## src/rtl/alu_bist_seq.sv

```systemverilog
// alu_bist_seq: exhaustive BIST sequencer for a 4-bit 74181-style ALU.
// Sweeps all 16384 {ci_n, m, s, b, a} combinations. Each vector is driven,
// allowed to settle, and then its 8-bit response is folded into a 16-bit MISR.
// Optional feature macro: ALU_BIST_PASS_CHECK_EN. When it is defined, the
// final signature is compared with EXPECTED_SIG and the result drives pass.
module alu_bist_seq #(
  parameter int          SETTLE_CYCLES = 1,        // legal 1..15
  parameter logic [15:0] SEED          = 16'hFFFF,
  parameter logic [15:0] EXPECTED_SIG  = 16'h0000
) (
  input  logic        clk,
  input  logic        rst_n,
  input  logic        start,
  output logic        busy,
  output logic        done,
  output logic [3:0]  a_out,
  output logic [3:0]  b_out,
  output logic [3:0]  s_out,
  output logic        m_out,
  output logic        ci_n_out,
  input  logic [3:0]  y_in,
  input  logic        p_in,
  input  logic        q_in,
  input  logic        co_n_in,
  input  logic        aeqb_in,
  output logic [15:0] signature,
  output logic [13:0] vec_cnt,
  output logic        pass
);

  typedef enum logic [2:0] {
    S_IDLE, S_DRIVE, S_WAIT, S_CAPTURE, S_DONE
  } state_t;

  localparam logic [3:0]  SETTLE_LAST = 4'(SETTLE_CYCLES - 1);
  localparam logic [13:0] VEC_LAST    = 14'h3FFF;

  state_t      r_state, w_state_nxt;
  logic [13:0] r_vec;
  logic [13:0] r_drv;      // vector currently presented on the ALU pins
  logic [15:0] r_sig;
  logic [3:0]  r_settle;
  logic        r_busy, r_done;

  logic        w_accept, w_capture, w_last;
  logic [7:0]  w_resp;
  logic [15:0] w_shift, w_misr;
  logic [13:0] w_vec_inc;

  // Response byte and next MISR value (CRC-CCITT feedback, response in low byte)
  always_comb begin
    w_resp    = {y_in, p_in, q_in, co_n_in, aeqb_in};
    w_shift   = {r_sig[14:0], 1'b0};
    if (r_sig[15]) w_shift = w_shift ^ 16'h1021;
    w_misr    = w_shift ^ {8'h00, w_resp};
    w_vec_inc = r_vec + 14'd1;
  end

  // State register
  always_ff @(posedge clk) begin
    if (!rst_n) r_state <= S_IDLE;
    else        r_state <= w_state_nxt;
  end

  // Next-state logic and phase strobes
  always_comb begin
    w_state_nxt = r_state;
    w_accept    = 1'b0;
    w_capture   = 1'b0;
    w_last      = (r_vec == VEC_LAST);
    case (r_state)
      S_IDLE, S_DONE: begin
        if (start) begin
          w_accept    = 1'b1;
          w_state_nxt = S_DRIVE;
        end
      end
      S_DRIVE: w_state_nxt = S_WAIT;
      S_WAIT:  if (r_settle == SETTLE_LAST) w_state_nxt = S_CAPTURE;
      S_CAPTURE: begin
        w_capture   = 1'b1;
        w_state_nxt = w_last ? S_DONE : S_DRIVE;
      end
      default: w_state_nxt = S_IDLE;
    endcase
  end

  // Settle counter: counts the cycles spent in WAIT, otherwise parked at 0
  always_ff @(posedge clk) begin
    if (!rst_n)                                         r_settle <= 4'd0;
    else if (r_state == S_WAIT && r_settle != SETTLE_LAST) r_settle <= r_settle + 4'd1;
    else                                                r_settle <= 4'd0;
  end

  // Sweep datapath: vector index, driven pins, signature, status flags
  always_ff @(posedge clk) begin
    if (!rst_n) begin
      r_vec  <= 14'd0;
      r_drv  <= 14'd0;
      r_sig  <= SEED;
      r_busy <= 1'b0;
      r_done <= 1'b0;
    end else if (w_accept) begin
      r_vec  <= 14'd0;
      r_drv  <= 14'd0;
      r_sig  <= SEED;
      r_busy <= 1'b1;
      r_done <= 1'b0;
    end else if (w_capture) begin
      r_sig <= w_misr;
      if (w_last) begin
        // index holds at the last vector; no wrap
        r_busy <= 1'b0;
        r_done <= 1'b1;
      end else begin
        r_vec <= w_vec_inc;
        r_drv <= w_vec_inc;
      end
    end
  end

`ifdef ALU_BIST_PASS_CHECK_EN
  logic r_pass;

  // Golden compare of the final signature, latched on the way into DONE
  always_ff @(posedge clk) begin
    if (!rst_n)                   r_pass <= 1'b0;
    else if (w_accept)            r_pass <= 1'b0;
    else if (w_capture && w_last) r_pass <= (w_misr == EXPECTED_SIG);
  end

  assign pass = r_pass;
`else
  assign pass = 1'b0;
`endif

  assign busy      = r_busy;
  assign done      = r_done;
  assign signature = r_sig;
  assign vec_cnt   = r_vec;
  assign a_out     = r_drv[3:0];
  assign b_out     = r_drv[7:4];
  assign s_out     = r_drv[11:8];
  assign m_out     = r_drv[12];
  assign ci_n_out  = r_drv[13];

endmodule

```

## config.mk

```make
export PLATFORM = sky130hd
export DESIGN_NAME = alu_bist_seq
export DESIGN_NICKNAME = d
export VERILOG_FILES = /design/src/rtl/alu_bist_seq.sv
export SDC_FILE = /design/constraint.sdc
export NUM_CORES = 1
export LEC_CHECK = 0
export CAP_MARGIN = 15
export CORE_ASPECT_RATIO = 0.75
export CORE_MARGIN = 2
export CORE_UTILIZATION = 40
export CTS_CLUSTER_DIAMETER = 200
export CTS_CLUSTER_SIZE = 20
export DETAILED_ROUTE_END_ITERATION = 8
export GPL_TIMING_DRIVEN = 0
export PLACE_DENSITY_LB_ADDON = 0.05
export SLEW_MARGIN = 0
export SYNTH_ARGS = -nofsm -noshare
export SYNTH_HDL_FRONTEND = slang
export SYNTH_SLANG_ARGS = --single-unit
```

## constraint.sdc

```tcl
create_clock -name clk -period 2.5 [get_ports clk]
set_clock_uncertainty 0.05 [all_clocks]
set_input_delay 0.5 -clock clk [delete_from_list [all_inputs] [get_ports clk]]
set_output_delay 0.5 -clock clk [all_outputs]
set_load 0.01 [all_outputs]
```

==> results.cfg, run 1 <==
; synthesis and place-and-route metrics
[setup_path]
critPathKind = flop to flop
critPathCapture = busy$_SDFFE_PN0P_
cpPeakStageDelay_ns = 0.53
crit_required_ns = 2.61
reg2reg_to = busy$_SDFFE_PN0P_
worstSetupStartpoint = r_drv[4]$_SDFFE_PP0P_
reg2reg_depth = 4

[finish]
seq_area_um2 = 781
largest_reg_flops = 16
nonClockBufferCount = 87
comb.multi_input.count = 146
layout-drive-gt1-share_pct = 12.9
clkbuf_count = 5
inv_count = 6
largest_class = logic gates
buf_share_pct = 29.1

[place]
gp_congestion = 0.781
dpl_cell_area_um2 = 2540

[hold_path]
hold_path_end = busy$_SDFFE_PN0P_

[status]
status = finished clean

[route]
route.detailed.drc = 0
drtIter0Drc = 104
avgViaCountPerCell = 5.08
wl_per_cell_um = 12.4

[sta]
max_freq_ghz = 0.481
rsz0062_at_grt = false
worst_pin_slew_ns = 0.660
fin_ws_ns = 0.421
drv_slew = 0
period_used_pct = 83.2

[pwr]
p_leak_uw = 0.00102
seqPwrFrac_pct = 53.6
switching_power_uw = 313
p_per_area_nw_per_um2 = 468

[synth]
yosys-stat-area_um2 = 1920
top_area_share_pct = 40.7
synthXorXnorAreaFrac_pct = 5.93
mux_share_pct = 0.521
ys_cells = 223
ys_top_cells_by_area = dfxtp_1, buf_4, nand2_1, xnor2_1, o211ai_1

[flow_run]
drv_cap = 0

[clock_tree]
cts_root_buffer = clkbuf_8
clockBufferDepth = 2
cts_tree = done

[die]
dieWidth_um = 84.0
chip_area_um2 = 5380

[global_routing]
grt_pass1_vias = 1611
grt-busiest-layer = met1
grt_use_met3_pct = 5.68
Figure 1. The clock network (run 1).
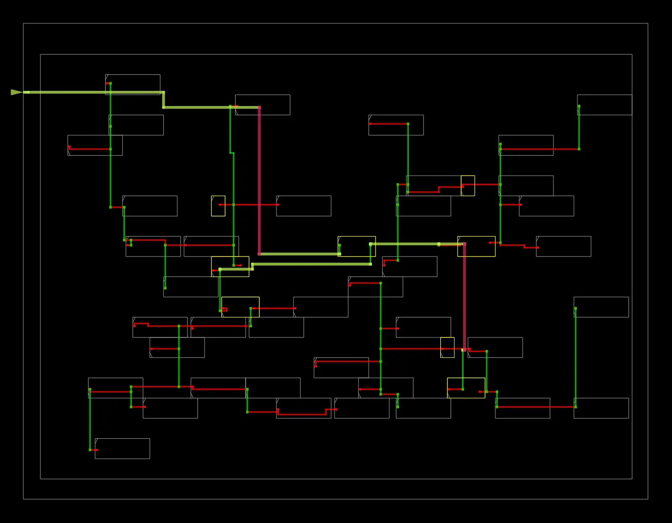
Clock Sinks: 39
sequential cells: 39
Clk power: 403 uW
CTS buffer count: 5

Figure 2. Signal metal coverage by tile (run 1).
Scale bar: 20 um. The die is cut into 17 by 13 equal tiles; white is low, dark blue is high, scaled to the fullest tile. Values are wire area over tile area, all layers added.
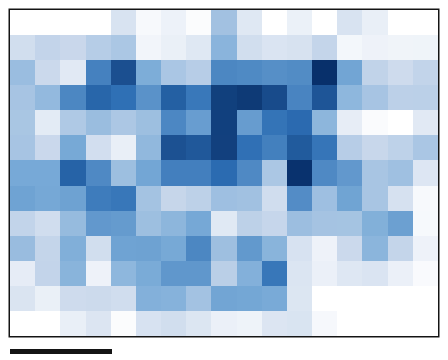
fullest tile: 0.36
mean over tiles: 0.13
nearly empty tiles: 9.5%

Figure 3. Clock wires, drivers and flops (run 1).
Scale bar: 20 um.
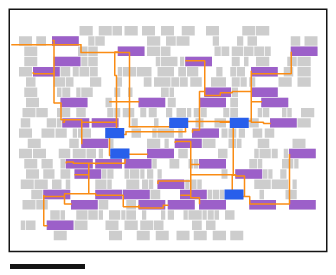
[clock drivers] blue | count: 5
[flip-flops] purple | count: 39
[clock wires] orange | length: 473 um
routed clock nets: 6

Figure 4. Metal 3 (run 1).
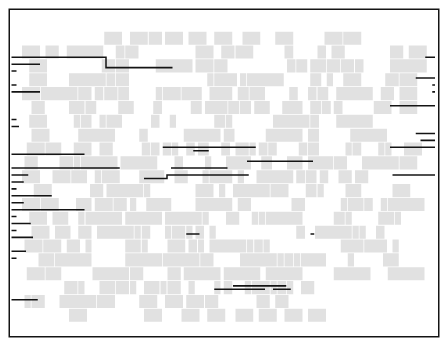

==> run 1 -> run 2 <==
clock period = 2.1 ns   (was 2.5 ns; I/O delays follow)
Figure 5. Metal 3 (run 2).
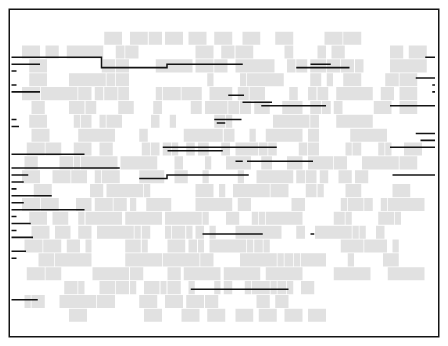
longest straight run: 22.1 um
main direction: horizontal
nets with wire on the layer: 42
share of all routed wire: 7.3%
wire length on this layer: 319 um
final wirelength: 4380 um
via count: 1754
grt met3 use: 5.68%

Figure 6. The clock network (run 2).
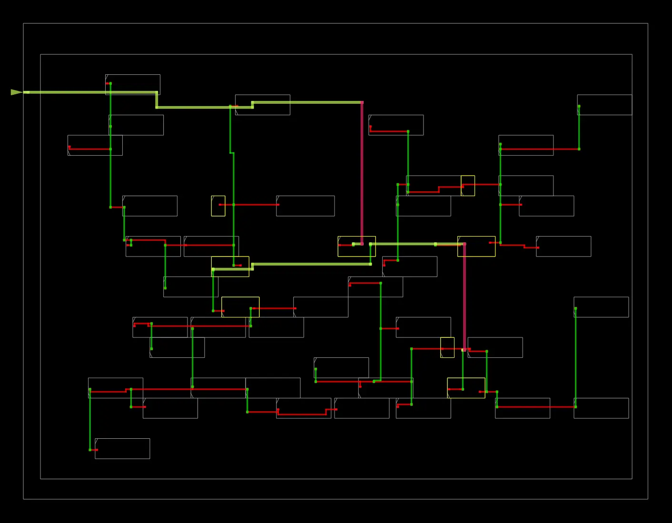
Late-Pin Clk Latency: 0.28 ns
Clk power: 481 uW
# clk buffers: 5

==> run 2 against run 1 <==
Effect of this change:
- wire length rose by 2.6%
- largest power group unchanged
- area after synthesis did not move
- register-to-register slack got worse by 0.28 ns
- power rose by 19%
- die area did not move
- cell area rose by 1.0%
- combinational power rose by 19%
==> results.cfg, run 2 <==
; synthesis and place-and-route metrics
[status]
status = finished clean

[hold_path]
hold_path_end = busy$_SDFFE_PN0P_

[setup_path]
reg2reg_to = r_drv[10]$_SDFFE_PP0P_
critPathKind = primary input to flop
crit_required_ns = 2.23
cpPeakStageDelay_ns = 0.48
critPathCapture = r_drv[13]$_SDFFE_PP0P_
worstSetupStartpoint = start
reg2reg_depth = 6

[sta]
drv_slew = 0
worst_pin_slew_ns = 0.684
fin_ws_ns = 0.122
rsz0062_at_grt = true
period_used_pct = 94.2
max_freq_ghz = 0.505

[pwr]
p_leak_uw = 0.00104
p_per_area_nw_per_um2 = 552
switching_power_uw = 374
seqPwrFrac_pct = 53.5

[clock_tree]
cts_buffers = 5
cts_root_buffer = clkbuf_8
cts_tree = done
clockBufferDepth = 2

[finish]
largest_class = logic gates
largest_reg_flops = 16
seq_area_um2 = 782
buf_share_pct = 28.8
inv_count = 6
nonClockBufferCount = 87
seq_cell_count = 39

[die]
dieWidth_um = 84.0

[synth]
synth_top_cell_by_area = dfxtp_1
top_area_share_pct = 40.7
ys_cells = 223
synthXorXnorAreaFrac_pct = 5.93
ys_top_cells_by_area = dfxtp_1, buf_4, nand2_1, xnor2_1, o211ai_1
mux_share_pct = 0.521

[route]
avgViaCountPerCell = 5.11
wl_per_cell_um = 12.8
drtIter0Drc = 121
route.detailed.drc = 0

[place]
gp_congestion = 0.781
Figure 7. Clock wires, drivers and flops (run 2).
Scale bar: 20 um.
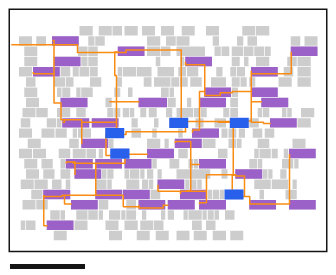

==> run 2 -> run 3 <==
ABC_AREA = 1   (was default)
Figure 8. Clock wires, drivers and flops (run 3).
Scale bar: 20 um.
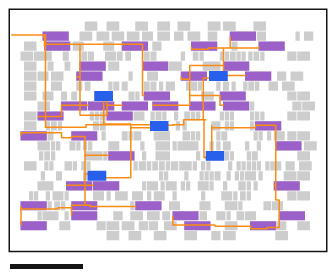
[clock drivers] blue | count: 5
[flip-flops] purple | count: 39
[clock wires] orange | length: 522 um
routed clock nets: 6

Figure 9. Metal 3 (run 3).
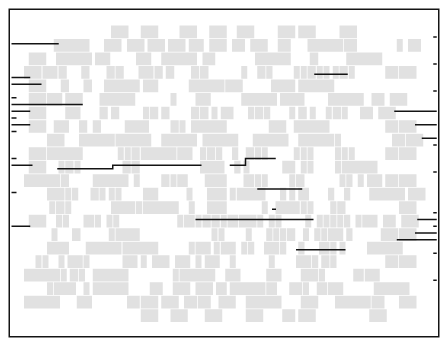
longest straight run: 23.5 um
share of all routed wire: 4.1%
wire length on this layer: 172 um
nets with wire on the layer: 33
main direction: horizontal
grt met3 use: 5.15%
final wirelength: 4220 um

==> run 3 against run 2 <==
Effect of this change:
- setup slack better by 0.057 ns
- sequential power is 0.6% higher
- non-clock buffer count is 1 lower
- global-route usage is 1.4 points lower
- first-iteration DRC count is 27% lower
- combinational power is 15% higher
- synthesized cell count is 22% higher
- power is 7.8% higher
- via count is 1.0% higher
- die area is 5.1% higher
- clock power is 17% higher
- count of clock-buffer cells in the layout is 2 higher
- critical path type is now flop to output pin
- critical endpoint is now vec_cnt[6]
- largest cell class unchanged
- largest power group unchanged
==> results.cfg, run 3 <==
; synthesis and place-and-route metrics
[status]
status = finished clean

[finish]
buf_share_pct = 28.0
seq_area_um2 = 781
clkbuf_count = 7
largest_class = logic gates
largest_reg_flops = 16
nonClockBufferCount = 86
inv_count = 20
seq_cell_count = 39

[clock_tree]
clkTransAtPathRegs_ns = 0.08
clkLatencyLatePin_ns = 0.29
cts_buffers = 5
cts_tree = done

[setup_path]
critPathCapture = vec_cnt[6]
reg2reg_to = r_drv[1]$_SDFFE_PP0P_
cpPeakStageDelay_ns = 0.52
worstSetupStartpoint = r_drv[6]$_SDFFE_PP0P_

[sta]
period_used_pct = 91.5
drv_slew = 0
max_freq_ghz = 0.521
rsz0062_at_grt = false
fin_ws_ns = 0.179

[synth]
synth_top_cell_by_area = dfxtp_1
ys_cells = 273
mux_share_pct = 0
ys_top_cells_by_area = dfxtp_1, nand2_1, buf_4, xnor2_1, nor2_1
top_area_share_pct = 38.6
synthXorXnorAreaFrac_pct = 8.22

[route]
route.detailed.drc = 0
wl_per_cell_um = 10.6
drtIter0Drc = 88
vias = 1772

[pwr]
finalPower_uw = 1580
pg_clk_uw = 561
p_leak_uw = 0.00106
seqPwrFrac_pct = 50.0
switching_power_uw = 404
comb_power_share_pct = 14.6

[hold_path]
hold_path_end = r_settle[0]$_SDFF_PN0_

==> screenshots <==
A small window of the routed layout.
Plate I
Window x 22 to 62, y 12 to 52 um. Cells in grey, sequential cells in the stronger grey; small squares are vias.
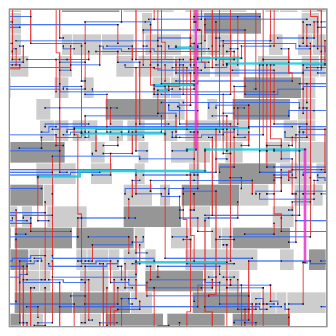
Plate II
Window x 23 to 63, y 13 to 53 um. Cells in grey, sequential cells in the stronger grey; small squares are vias.
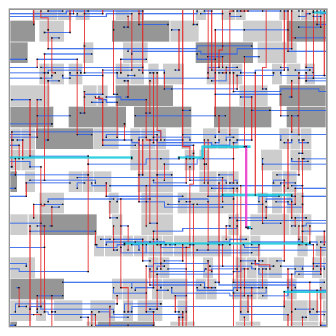
- Plate II = run 3
- Plate I = run 2

Key to Plate I:
[metal 1] blue
[metal 3] cyan
[metal 4] magenta
[metal 2] red
netlist names of flops here include: signature (10), r_drv (6), r_state (2)
most frequent: dfxtp_1 (18), nand2_1 (15), nand3_1 (8)
sequential cells in the window: 19
cells with their middle in the window: 114

Power and IR drop assume default switching activity.
